### src/rtl/key_press_classifier.sv
// -----------------------------------------------------------------------------
// key_press_classifier
//
// Front end for one push button. It synchronises the raw active-low KEY input,
// debounces it, and classifies each debounced press as either a short press
// (reported on release) or a long press (reported while the button is still
// held). One instance is used per KEY bit; key_control uses state[1] to enter
// adjust mode and state[0] for everything else.
//
// Parameters
//   DEBOUNCE_CYCLES  consecutive stable cycles needed to accept a level change
//   LONG_CYCLES      debounced hold length that qualifies as a long press
//   REPEAT_CYCLES    auto-repeat period after a long press (auto-repeat only)
//
// Ports
//   CLOCK_50  in   1  system clock, all logic on posedge
//   rst       in   1  synchronous reset, active-high
//   key       in   1  raw push button, asynchronous, active-low (0 = pressed)
//   state     out  2  [0] short-press pulse, [1] long-press pulse, one cycle each
//   pressed   out  1  debounced level, 1 while the button is considered held
//
// Build option
//   KEY_AUTO_REPEAT_EN  when defined, holding past a long press emits a
//                       state[0] pulse every REPEAT_CYCLES cycles until release.
//                       When undefined the repeat counter does not exist and
//                       REPEAT_CYCLES only takes part in parameter validation.
// -----------------------------------------------------------------------------
module key_press_classifier #(
  parameter int DEBOUNCE_CYCLES = 1_000_000,
  parameter int LONG_CYCLES     = 50_000_000,
  parameter int REPEAT_CYCLES   = 10_000_000
) (
  input  logic       CLOCK_50,
  input  logic       rst,
  input  logic       key,
  output logic [1:0] state,
  output logic       pressed
);

  // ---------------------------------------------------------------------------
  // Parameter validation. Glitch rejection needs at least two stable cycles,
  // and a zero-length hold or repeat period would make the counters meaningless.
  // ---------------------------------------------------------------------------
  if (DEBOUNCE_CYCLES < 2) begin : g_bad_debounce
    $error("key_press_classifier: DEBOUNCE_CYCLES must be >= 2");
  end
  if (LONG_CYCLES < 2) begin : g_bad_long
    $error("key_press_classifier: LONG_CYCLES must be >= 2");
  end
  if (REPEAT_CYCLES < 1) begin : g_bad_repeat
    $error("key_press_classifier: REPEAT_CYCLES must be >= 1");
  end

  localparam int DB_W   = $clog2(DEBOUNCE_CYCLES + 1);
  localparam int HOLD_W = $clog2(LONG_CYCLES + 1);

  localparam logic [DB_W-1:0]   DB_LAST   = DB_W'(DEBOUNCE_CYCLES - 1);
  localparam logic [DB_W-1:0]   DB_ONE    = DB_W'(1);
  localparam logic [HOLD_W-1:0] HOLD_LAST = HOLD_W'(LONG_CYCLES - 1);
  localparam logic [HOLD_W-1:0] HOLD_MAX  = HOLD_W'(LONG_CYCLES);
  localparam logic [HOLD_W-1:0] HOLD_ONE  = HOLD_W'(1);

  // ---------------------------------------------------------------------------
  // Two-flop synchroniser. Both flops reset to 1 (button released) so a reset
  // never looks like a press. Only ks_q is used downstream.
  // ---------------------------------------------------------------------------
  logic key_meta_q;
  logic ks_q;

  always_ff @(posedge CLOCK_50) begin
    if (rst) begin
      key_meta_q <= 1'b1;
      ks_q       <= 1'b1;
    end else begin
      key_meta_q <= key;
      ks_q       <= key_meta_q;
    end
  end

  // ---------------------------------------------------------------------------
  // Debouncer. db_cnt counts consecutive cycles in which the synchronised
  // level disagrees with the accepted level; any agreement clears it. After
  // DEBOUNCE_CYCLES disagreeing cycles the accepted level flips.
  // ---------------------------------------------------------------------------
  logic [DB_W-1:0] db_cnt_q, db_cnt_d;
  logic            pressed_q, pressed_d;
  logic            ks_active;   // synchronised key, active-high
  logic            db_flip;     // accepted level changes on this edge
  logic            press_evt;   // accepted level goes released -> pressed

  assign ks_active = ~ks_q;

  always_comb begin
    db_cnt_d  = db_cnt_q;
    pressed_d = pressed_q;
    db_flip   = 1'b0;
    if (ks_active == pressed_q) begin
      db_cnt_d = '0;
    end else if (db_cnt_q == DB_LAST) begin
      db_flip   = 1'b1;
      pressed_d = ~pressed_q;
      db_cnt_d  = '0;
    end else begin
      db_cnt_d = db_cnt_q + DB_ONE;
    end
  end

  assign press_evt = db_flip & ~pressed_q;

  always_ff @(posedge CLOCK_50) begin
    if (rst) begin
      db_cnt_q  <= '0;
      pressed_q <= 1'b0;
    end else begin
      db_cnt_q  <= db_cnt_d;
      pressed_q <= pressed_d;
    end
  end

  // ---------------------------------------------------------------------------
  // Press classifier FSM.
  //
  // HELD is entered on the same edge that the debounced level rises, so
  // hold_cnt equals the number of cycles pressed has been high minus one and
  // the long pulse lands exactly LONG_CYCLES cycles after pressed rises.
  // Release is detected from the registered level, so the short pulse appears
  // in the cycle after pressed falls. Release has priority over the long
  // threshold: a press whose debounced level is already gone is short.
  // ---------------------------------------------------------------------------
  typedef enum logic [1:0] {
    IDLE = 2'd0,
    HELD = 2'd1,
    LONG = 2'd2
  } fsm_t;

  fsm_t              fsm_q, fsm_d;
  logic [HOLD_W-1:0] hold_cnt_q, hold_cnt_d;
  logic [1:0]        state_q, state_d;

`ifdef KEY_AUTO_REPEAT_EN
  localparam int RPT_W = $clog2(REPEAT_CYCLES + 1);
  localparam logic [RPT_W-1:0] RPT_LAST = RPT_W'(REPEAT_CYCLES - 1);
  localparam logic [RPT_W-1:0] RPT_ONE  = RPT_W'(1);

  logic [RPT_W-1:0] rpt_cnt_q, rpt_cnt_d;
`endif

  always_comb begin
    fsm_d      = fsm_q;
    hold_cnt_d = hold_cnt_q;
    state_d    = 2'b00;
`ifdef KEY_AUTO_REPEAT_EN
    rpt_cnt_d  = rpt_cnt_q;
`endif

    case (fsm_q)
      IDLE: begin
        if (press_evt) begin
          fsm_d      = HELD;
          hold_cnt_d = '0;
        end
      end

      HELD: begin
        // Saturating count: a stuck button must never wrap back to zero.
        if (hold_cnt_q != HOLD_MAX) begin
          hold_cnt_d = hold_cnt_q + HOLD_ONE;
        end
        if (!pressed_q) begin
          state_d = 2'b01;
          fsm_d   = IDLE;
        end else if (hold_cnt_q == HOLD_LAST) begin
          state_d = 2'b10;
          fsm_d   = LONG;
`ifdef KEY_AUTO_REPEAT_EN
          rpt_cnt_d = '0;
`endif
        end
      end

      LONG: begin
        if (hold_cnt_q != HOLD_MAX) begin
          hold_cnt_d = hold_cnt_q + HOLD_ONE;
        end
        if (!pressed_q) begin
          // Release after a long press is silent.
          fsm_d = IDLE;
        end
`ifdef KEY_AUTO_REPEAT_EN
        else if (rpt_cnt_q == RPT_LAST) begin
          state_d   = 2'b01;
          rpt_cnt_d = '0;
        end else begin
          rpt_cnt_d = rpt_cnt_q + RPT_ONE;
        end
`endif
      end

      default: begin
        fsm_d = IDLE;
      end
    endcase
  end

  always_ff @(posedge CLOCK_50) begin
    if (rst) begin
      fsm_q      <= IDLE;
      hold_cnt_q <= '0;
      state_q    <= 2'b00;
    end else begin
      fsm_q      <= fsm_d;
      hold_cnt_q <= hold_cnt_d;
      state_q    <= state_d;
    end
  end

`ifdef KEY_AUTO_REPEAT_EN
  always_ff @(posedge CLOCK_50) begin
    if (rst) begin
      rpt_cnt_q <= '0;
    end else begin
      rpt_cnt_q <= rpt_cnt_d;
    end
  end
`endif

  // Outputs come straight from flops: no combinational path from key.
  assign state   = state_q;
  assign pressed = pressed_q;

endmodule

### config.mk
export PLATFORM = sky130hd
export DESIGN_NAME = key_press_classifier
export DESIGN_NICKNAME = d
export VERILOG_FILES = /design/src/rtl/key_press_classifier.sv
export SDC_FILE = /design/constraint.sdc
export NUM_CORES = 1
export LEC_CHECK = 0
export CORE_ASPECT_RATIO = 0.75
export CORE_UTILIZATION = 50
export CTS_CLUSTER_SIZE = 28
export DETAILED_ROUTE_END_ITERATION = 7
export PLACE_DENSITY = 0.66
export SYNTH_ARGS = -nofsm -noshare
export SYNTH_HDL_FRONTEND = slang
export SYNTH_SLANG_ARGS = --single-unit
### constraint.sdc
create_clock -name CLOCK_50 -period 2.6 [get_ports CLOCK_50]
set_input_delay 0.52 -clock CLOCK_50 [delete_from_list [all_inputs] [get_ports CLOCK_50]]
set_output_delay 0.52 -clock CLOCK_50 [all_outputs]
set_load 0.05 [all_outputs]
### Wiring by layer

Bar = 20 µm. Only two layers are drawn.
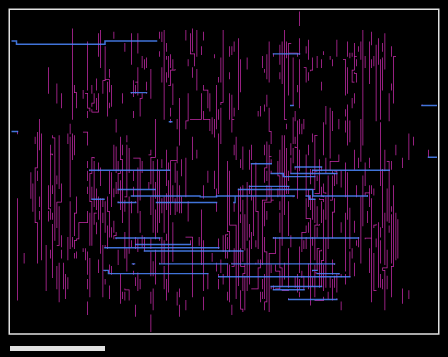
layer	color	wire length
M3	blue	412 µm
M2	magenta	2800 µm

==> qor.csv <==
metric,value,unit
minimum clock period after layout,2.50,ns
routed len/inst,16.2,µm
global-route wire length before repair,11800,µm
OpenROAD warning count,29,
fin nets,373,
area figure in the yosys stat output,0.00291,mm²
CP Max Fanout,10,
internal power,1.10,mW
worst-case setup slack after placement,0.0111,ns
critical-path cell with the highest stage delay,or4_4,
total die size,0.00613,mm²
CTS buffer count,5,
run status,finished clean,
cell-by-cell listing of the critical path,or4_1 -> or4_4 -> o31a_1 -> buf_4 -> a31oi_1 -> a311oi_1,
depth of the worst register-to-register path,6,
buffering stage count on the worst path with inverters included,1,
Horiz. Die Dim,90.1,µm
crit path DRT,2.79,ns
maximum number of pins on one net before global-route repair,31,
register share after synthesis,36.5,%
RSZ-0062 raised after global routing,no,
Static Leakage,0.989,nW
# diodes,0,
Pwr Density,427,mW/mm²
total detailed-routing wirelength,7130,µm
number of ports placed on the die boundary,6,
first-pass iteration count of the detailed router,5,
switching share of power,21.1,%
Gate Count Post-Synth,348,
largest incremental delay on the critical path,0.58,ns
layout cell share with drive strength beyond 1,13.5,%
summed instance area of the synthesized netlist,0.00291,mm²
total of warnings raised by yosys,0,
gate family responsible for the most delay along the worst path,simple AND/OR/NAND/NOR gates,
part of the total power dissipated in sequential elements,58.3,%
Max IR drop VDD,0.292,mV
worst reg2reg path startpoint,hold_cnt_q[10],
area grow syn2layout,12.3,%
Placed Instance Area,0.00313,mm²
Final GP Congestion,0.873,
### Cells colored by class

Fill, decap, tap and diode cells in gray.
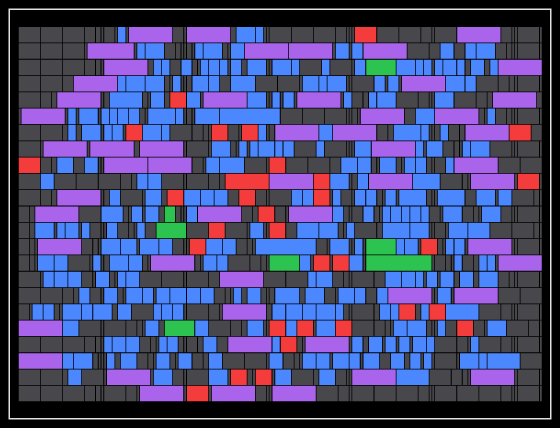
class	color	cells
clock drivers and dummy loads	green	7
remaining logic cells	blue	273
remaining buffers and delay cells	red	31
registers	purple	53
final core occ: 59.8%
number of rows created at floorplan: 23
post-route cell area: 0.00327 mm²
Std-Cell Core Area: 0.00547 mm²

## routing by layer
layer	global-route usage [%]	vias up	routed length, µm
met5	0	-	0
met4	8.27	0	92
met3	4.44	10	412
met2	33.6	75	2800
met1	38.0	1280	3820
li1	-	1330	-
## cell usage after synthesis (6+ instances only)
cell,count,share of area (%)
or4_1,8,2.1
a21oi_1,8,1.4
nand4_1,12,2.6
nand3_1,23,4.0
xnor2_1,9,2.7
dfxtp_1,53,36
a31oi_1,14,3.0
clkbuf_1,18,2.3
nand2_1,27,3.5
a311oi_1,6,1.8
and3_1,8,1.7
ha_1,6,2.6
o21ai_0,14,2.4
a211oi_1,6,1.5
xor2_1,7,2.1
nor2_1,31,4.0
inv_1,13,1.7
nor3_1,10,1.7
## stage by stage
stage	instances	util [%]	hold slack [ns]
floorplan	348	-	0.389
global placement	428	57.3	0.392
detailed placement	428	57.3	0.398
CTS	438	59.6	0.422
global route	439	59.8	0.437
finish	439	59.8	0.417
## registers in the layout, summed over array words and instances, names as in the netlist
register,cells
key_meta_q,1
state,2
ks_q,1
db_cnt_q,20
hold_cnt_q,26
fsm_q,2
pressed,1
## area by class of cell
cell class | count | area (µm²)
Clock buffer | 5 | 68.8
Clock inverter | 2 | 35.0
Fill cell | 505 | 2200
Inverter | 13 | 48.8
Multi-Input combinational cell | 260 | 1700
Sequential cell | 53 | 1060
Tap cell | 75 | 93.8
Timing Repair Buffer | 31 | 258
## kinds of logic (layout without fill, tap and decap cells)
| group | after synthesis | count (layout) | share of synthesized area, % |
|---|---|---|---|
| compound gates | 75 | 75 | 20.0 |
| xor+xnor | 16 | 16 | 4.82 |
| fa+ha+maj | 6 | 6 | 2.58 |
| buf+inv | 35 | 51 | 5.12 |
| flops | 53 | 53 | 36.5 |
| simple gates | 163 | 163 | 31.0 |
## timing repair
item | 4_1_cts | 5_1_grt
hold buffers | 0 | 0
pin swaps | 1 | 1
endpoints found under the setup margin | 1 | 3
setup buffers | 3 | 1
gates resized | 1 | 1
cloned | 0 | 0
## power groups by stage
| stage | Sequential, mW | Combinational (mW) | Clock [mW] |
|---|---|---|---|
| finish | 0.814 | 0.0229 | 0.559 |
| global route | 0.815 | 0.0250 | 0.602 |
| CTS | 0.815 | 0.0230 | 0.577 |
| detailed placement | 0.833 | 0.0229 | 0 |
| global placement | 0.833 | 0.0227 | 0 |
| floorplan | 0.833 | 0.0128 | 0 |
## worst min-delay path by stage
stage | endpoint | start | depth (start not counted) | slack, ns
after detailed placement | ks_q | key_meta_q | 1 | 0.40
after global placement | ks_q | key_meta_q | 1 | 0.39
after global routing | ks_q | key_meta_q | 1 | 0.44
after floorplan | ks_q | key_meta_q | 1 | 0.39
after CTS | ks_q | key_meta_q | 1 | 0.42
final | ks_q | key_meta_q | 1 | 0.42
No activity file was given, so power comes from the tool's default toggle rates.
